===== src/rtl/reaction_capture.sv =====
// reaction_capture: timing front-end of the reaction-time game.
// Runs the pre-go delay, lights the GO LED, timestamps GO and the press in
// milliseconds, and latches the external subtractor's difference as the
// reaction time together with false-start / timeout status.
//
// state | meaning
// IDLE  | waiting for the first start after reset
// DELAY | counting down the pre-go delay; any button level is a false start
// GO    | LED lit, elapsed ms counting, waiting for a press edge
// CALC  | single cycle in which the subtractor result is captured
// DONE  | result and flags held until the next start
module reaction_capture #(
  parameter int WIDTH    = 13,
  parameter int TICK_DIV = 50000,
  parameter int MAX_MS   = 8191
) (
  input  logic             clk,
  input  logic             reset_n,
  input  logic             start,
  input  logic             button,
  input  logic [WIDTH-1:0] delay_ms,
  input  logic [WIDTH-1:0] sub_s,
  input  logic             sub_ovf,
  output logic [WIDTH-1:0] sub_x,
  output logic [WIDTH-1:0] sub_y,
  output logic             sub_addsub,
  output logic             led_go,
  output logic             busy,
  output logic [WIDTH-1:0] result_ms,
  output logic             result_valid,
  output logic             false_start,
  output logic             timeout,
  output logic             ovf_flag
);

  localparam int               PW        = (TICK_DIV > 1) ? $clog2(TICK_DIV) : 1;
  localparam logic [PW-1:0]    PRE_LAST  = PW'(TICK_DIV - 1);
  localparam logic [WIDTH-1:0] ONE       = WIDTH'(1);
  localparam logic [WIDTH-1:0] ECNT_LAST = WIDTH'(MAX_MS - 1);
  localparam logic [WIDTH-1:0] MAX_VAL   = WIDTH'(MAX_MS);

  typedef enum logic [2:0] {
    S_IDLE,
    S_DELAY,
    S_GO,
    S_CALC,
    S_DONE
  } state_t;

  state_t           state, state_nx;
  logic [PW-1:0]    pre;
  logic [WIDTH-1:0] ts;
  logic [WIDTH-1:0] dcnt;
  logic [WIDTH-1:0] ecnt;
  logic             button_q;
  logic             tick;
  logic             press;
  logic             accept;
  logic             go_enter;
  logic             take_press;
  logic             fs_set;
  logic             to_set;

  assign tick       = (pre == PRE_LAST);
  assign press      = button & ~button_q;
  assign accept     = start & ((state == S_IDLE) | (state == S_DONE));
  assign sub_addsub = 1'b1;
  assign led_go     = (state == S_GO);
  assign busy       = (state == S_DELAY) | (state == S_GO) | (state == S_CALC);

  // State register
  always_ff @(posedge clk or negedge reset_n) begin
    if (!reset_n) state <= S_IDLE;
    else          state <= state_nx;
  end

  // Next-state and per-transition strobes; a button level in DELAY outranks expiry,
  // a press edge in GO outranks the timeout tick
  always_comb begin
    state_nx   = state;
    go_enter   = 1'b0;
    take_press = 1'b0;
    fs_set     = 1'b0;
    to_set     = 1'b0;
    case (state)
      S_IDLE:  if (start) state_nx = S_DELAY;
      S_DELAY: begin
        if (button) begin
          state_nx = S_DONE;
          fs_set   = 1'b1;
        end else if (tick && dcnt == ONE) begin
          state_nx = S_GO;
          go_enter = 1'b1;
        end
      end
      S_GO: begin
        if (press) begin
          state_nx   = S_CALC;
          take_press = 1'b1;
        end else if (tick && ecnt == ECNT_LAST) begin
          state_nx = S_DONE;
          to_set   = 1'b1;
        end
      end
      S_CALC:  state_nx = S_DONE;
      S_DONE:  if (start) state_nx = S_DELAY;
      default: state_nx = S_IDLE;
    endcase
  end

  // ms prescaler (re-phased on every accepted start) and free-running timestamp
  always_ff @(posedge clk or negedge reset_n) begin
    if (!reset_n) begin
      pre      <= '0;
      ts       <= '0;
      button_q <= 1'b0;
    end else begin
      if (accept || tick) pre <= '0;
      else                pre <= pre + PW'(1);
      if (tick) ts <= ts + ONE;
      button_q <= button;
    end
  end

  // Delay down-counter (zero delay treated as 1 ms) and elapsed counter in GO
  always_ff @(posedge clk or negedge reset_n) begin
    if (!reset_n) begin
      dcnt <= '0;
      ecnt <= '0;
    end else begin
      if (accept)                         dcnt <= (delay_ms == '0) ? ONE : delay_ms;
      else if (state == S_DELAY && tick)  dcnt <= dcnt - ONE;
      if (go_enter)                       ecnt <= '0;
      else if (state == S_GO && tick)     ecnt <= ecnt + ONE;
    end
  end

  // Timestamps handed to the subtractor; GO stamp is the post-tick value
  always_ff @(posedge clk or negedge reset_n) begin
    if (!reset_n) begin
      sub_x <= '0;
      sub_y <= '0;
    end else begin
      if (go_enter)   sub_y <= ts + ONE;
      if (take_press) sub_x <= ts;
    end
  end

  // Result and status flags; cleared by the start that opens the next round
  always_ff @(posedge clk or negedge reset_n) begin
    if (!reset_n) begin
      result_ms    <= '0;
      result_valid <= 1'b0;
      false_start  <= 1'b0;
      timeout      <= 1'b0;
      ovf_flag     <= 1'b0;
    end else if (accept) begin
      result_ms    <= '0;
      result_valid <= 1'b0;
      false_start  <= 1'b0;
      timeout      <= 1'b0;
      ovf_flag     <= 1'b0;
    end else if (fs_set) begin
      false_start <= 1'b1;
    end else if (to_set) begin
      timeout   <= 1'b1;
      result_ms <= MAX_VAL;
    end else if (state == S_CALC) begin
      result_ms    <= sub_s;
      ovf_flag     <= sub_ovf;
      result_valid <= 1'b1;
    end
  end

endmodule


===== config.mk =====
export PLATFORM = sky130hd
export DESIGN_NAME = reaction_capture
export DESIGN_NICKNAME = d
export VERILOG_FILES = /design/src/rtl/reaction_capture.sv
export SDC_FILE = /design/constraint.sdc
export NUM_CORES = 1
export LEC_CHECK = 0
export CORE_MARGIN = 4
export CORE_UTILIZATION = 49
export DETAILED_ROUTE_END_ITERATION = 10
export PLACE_DENSITY = 0.74
export SYNTH_ARGS = -nofsm -noshare
export SYNTH_HDL_FRONTEND = slang
export SYNTH_SLANG_ARGS = --single-unit

===== constraint.sdc =====
create_clock -name clk -period 6.8 [get_ports clk]
set_clock_uncertainty 0.15 [all_clocks]
set_input_delay 1.02 -clock clk [delete_from_list [all_inputs] [get_ports clk]]
set_output_delay 1.02 -clock clk [all_outputs]
set_load 0.005 [all_outputs]

**Clock wires, drivers and flops**

The bar under the picture is 20 um long.
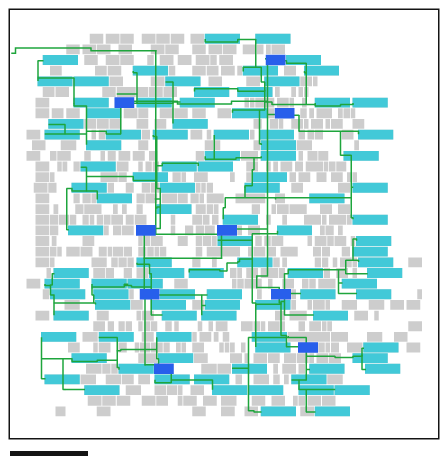
[blue] clock-net drivers | count: 9
[cyan] flip-flops | count: 102
[green] clock wires | length: 1190 um
flops lie: all over the die
routed clock nets: 10

**Pin placement**

Pins as bars across the die edge, other pins in gray.
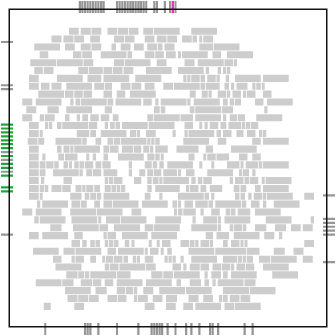
[green] delay_ms | pins: 13 | direction: input | edge: left
[magenta] timeout | pins: 1 | direction: output | edge: top
all pins by edge: 28 top, 22 bottom, 20 left, 7 right

stage by stage:
| stage | utilization | worst slack [ps] | area [um^2] | hold WS (ps) |
|---|---|---|---|---|
| floorplan | - | 4188 | 5032 | 305.1 |
| global placement | 0.5910 | 3549 | 5857 | 316.3 |
| detailed placement | 0.5910 | 3479 | 5857 | 331.1 |
| CTS | 0.6112 | 3234 | 6057 | 344.8 |
| global route | 0.6112 | 3109 | 6057 | 379.0 |
| finish | 0.6112 | 3257 | 6057 | 342.7 |
cell usage in the layout, fill, tap and decap left out, types with 2 or more instances in the layout:
cell	Yosys	routed
and2_1	3	3
clkbuf_8	0	10
nand2_1	32	32
and3_1	5	5
a31oi_1	4	4
ha_1	6	6
nor3_1	17	17
buf_4	3	6
xor2_1	18	18
or4_1	3	3
or3_1	6	6
clkinvlp_4	0	2
o2bb2ai_1	2	2
nand3_1	21	21
nor2b_1	3	3
mux2i_1	16	16
inv_1	10	10
nand3b_1	2	2
a21oi_1	19	19
nand4_1	12	12
a21oi_2	14	14
nor2_1	65	65
nor4_1	7	7
xnor2_1	38	38
nor4_2	7	7
and4_1	2	2
mux2_2	15	15
nor3b_1	2	2
dfrtp_1	102	102
o21ai_0	11	11
clkdlybuf4s50_1	0	74
kinds of logic (layout without fill, tap and decap cells):
kind of cell	count (synthesis)	in the layout	share of synthesized area
AND-OR/OR-AND	56	56	0.07360
other	1	1	0.0007452
XOR/XNOR	56	56	0.09746
flip-flops	102	102	0.5072
buffers and inverters	32	106	0.03282
adder cells (fa/ha/maj)	6	6	0.01492
multiplexers	32	32	0.06763
AND/OR/NAND/NOR	195	195	0.2056
per-layer routing:
layer,up-vias,global-route usage,wire length [um]
met4,0,0.06946,174
met2,61,0.3008,5227
met5,-,0,0
met3,14,0.03817,378
met1,1802,0.2543,4765
li1,1798,-,-
==> out/metrics.csv <==
stage,metric,value,unit
worst_setup_path,worstPathArrival,2370,ps
routing,ant_nets,0,
routing,drtIter0Drc,231,
clocking,cts-root-buf,clkbuf_8,
layout,diodes,0,
global_route,grt_use_total,0.1881,
layout,seq_share,0.4214,
routing,num_vias,3675,
die,die_area,11960,um^2
timing,relSlewSlack,0.2796,
worst_setup_path,timing.rr.end,sub_y[12]$_DFFE_PN0P_,
layout,regMostFlops,pre,
worst_setup_path,worstPathCellList,inv_1 -> nand3_1 -> inv_1 -> clkdlybuf4s50_1,
power,total_power,1.647,mW
synthesis,ys_area,5032,um^2
layout,logic_area,2315,um^2
worst_setup_path,cp_slowest_cell,clkdlybuf4s50_1,
die,fp-row-count,36,
worst_setup_path,endpoint_kind,output port,
clocking,hold_buffers,0,
die,taps,133,
synthesis,synthCells,480,
min_path,hold_start,pre[0]$_DFF_PN0_,
timing,slew_viol_final,0,
synthesis,synth_cell_types,48,
power,switching_power,0.5357,mW
clocking,cts_num_sinks,102,
worst_setup_path,cp-start-kind,register,
routing,drc_errors,0,
synthesis,topCellsByArea,"dfrtp_1, xnor2_1, nor2_1",
worst_setup_path,ff2ff_path_depth,7,
synthesis,fp_nets,517,
worst_setup_path,r2r_start,pre[12]$_DFF_PN0_,
timing,fmax,0.2822,GHz
placed_design,globalplace.congestion,0.7783,
min_path,hold_end,pre[0]$_DFF_PN0_,
worst_setup_path,ff2ff_setup_slack,3430,ps
routing,via_per_inst,5.349,
layout,flops,102,
synthesis,yosys_register_bits,102,
global_route,gr-total-overflow,0,
min_path,hold_depth,1,
layout,seq_area,2552,um^2
run,warning_count,28,
status,outcome,"complete, no violations",
worst_setup_path,critical_path.most_common_cell,inv_1,
worst_setup_path,path_buffers,3,
layout,nNetsFinal,586,
timing,finalHoldViolations,0,
placed_design,dp.final_hpwl,7524,um
timing,finalClockPeriodUsage,0.5210,
placed_design,port-buffer-count,75,
routing,wl_per_cell,15.35,um
synthesis,yosys_warnings,0,
global_route,grt_pass1_vias,3617,
layout,num-multi-input-gates,346,
power,comb_power,0.465,mW
layout,clock_area_frac,0.03305,
die,pin_count,77,
Power and IR drop assume default switching activity.
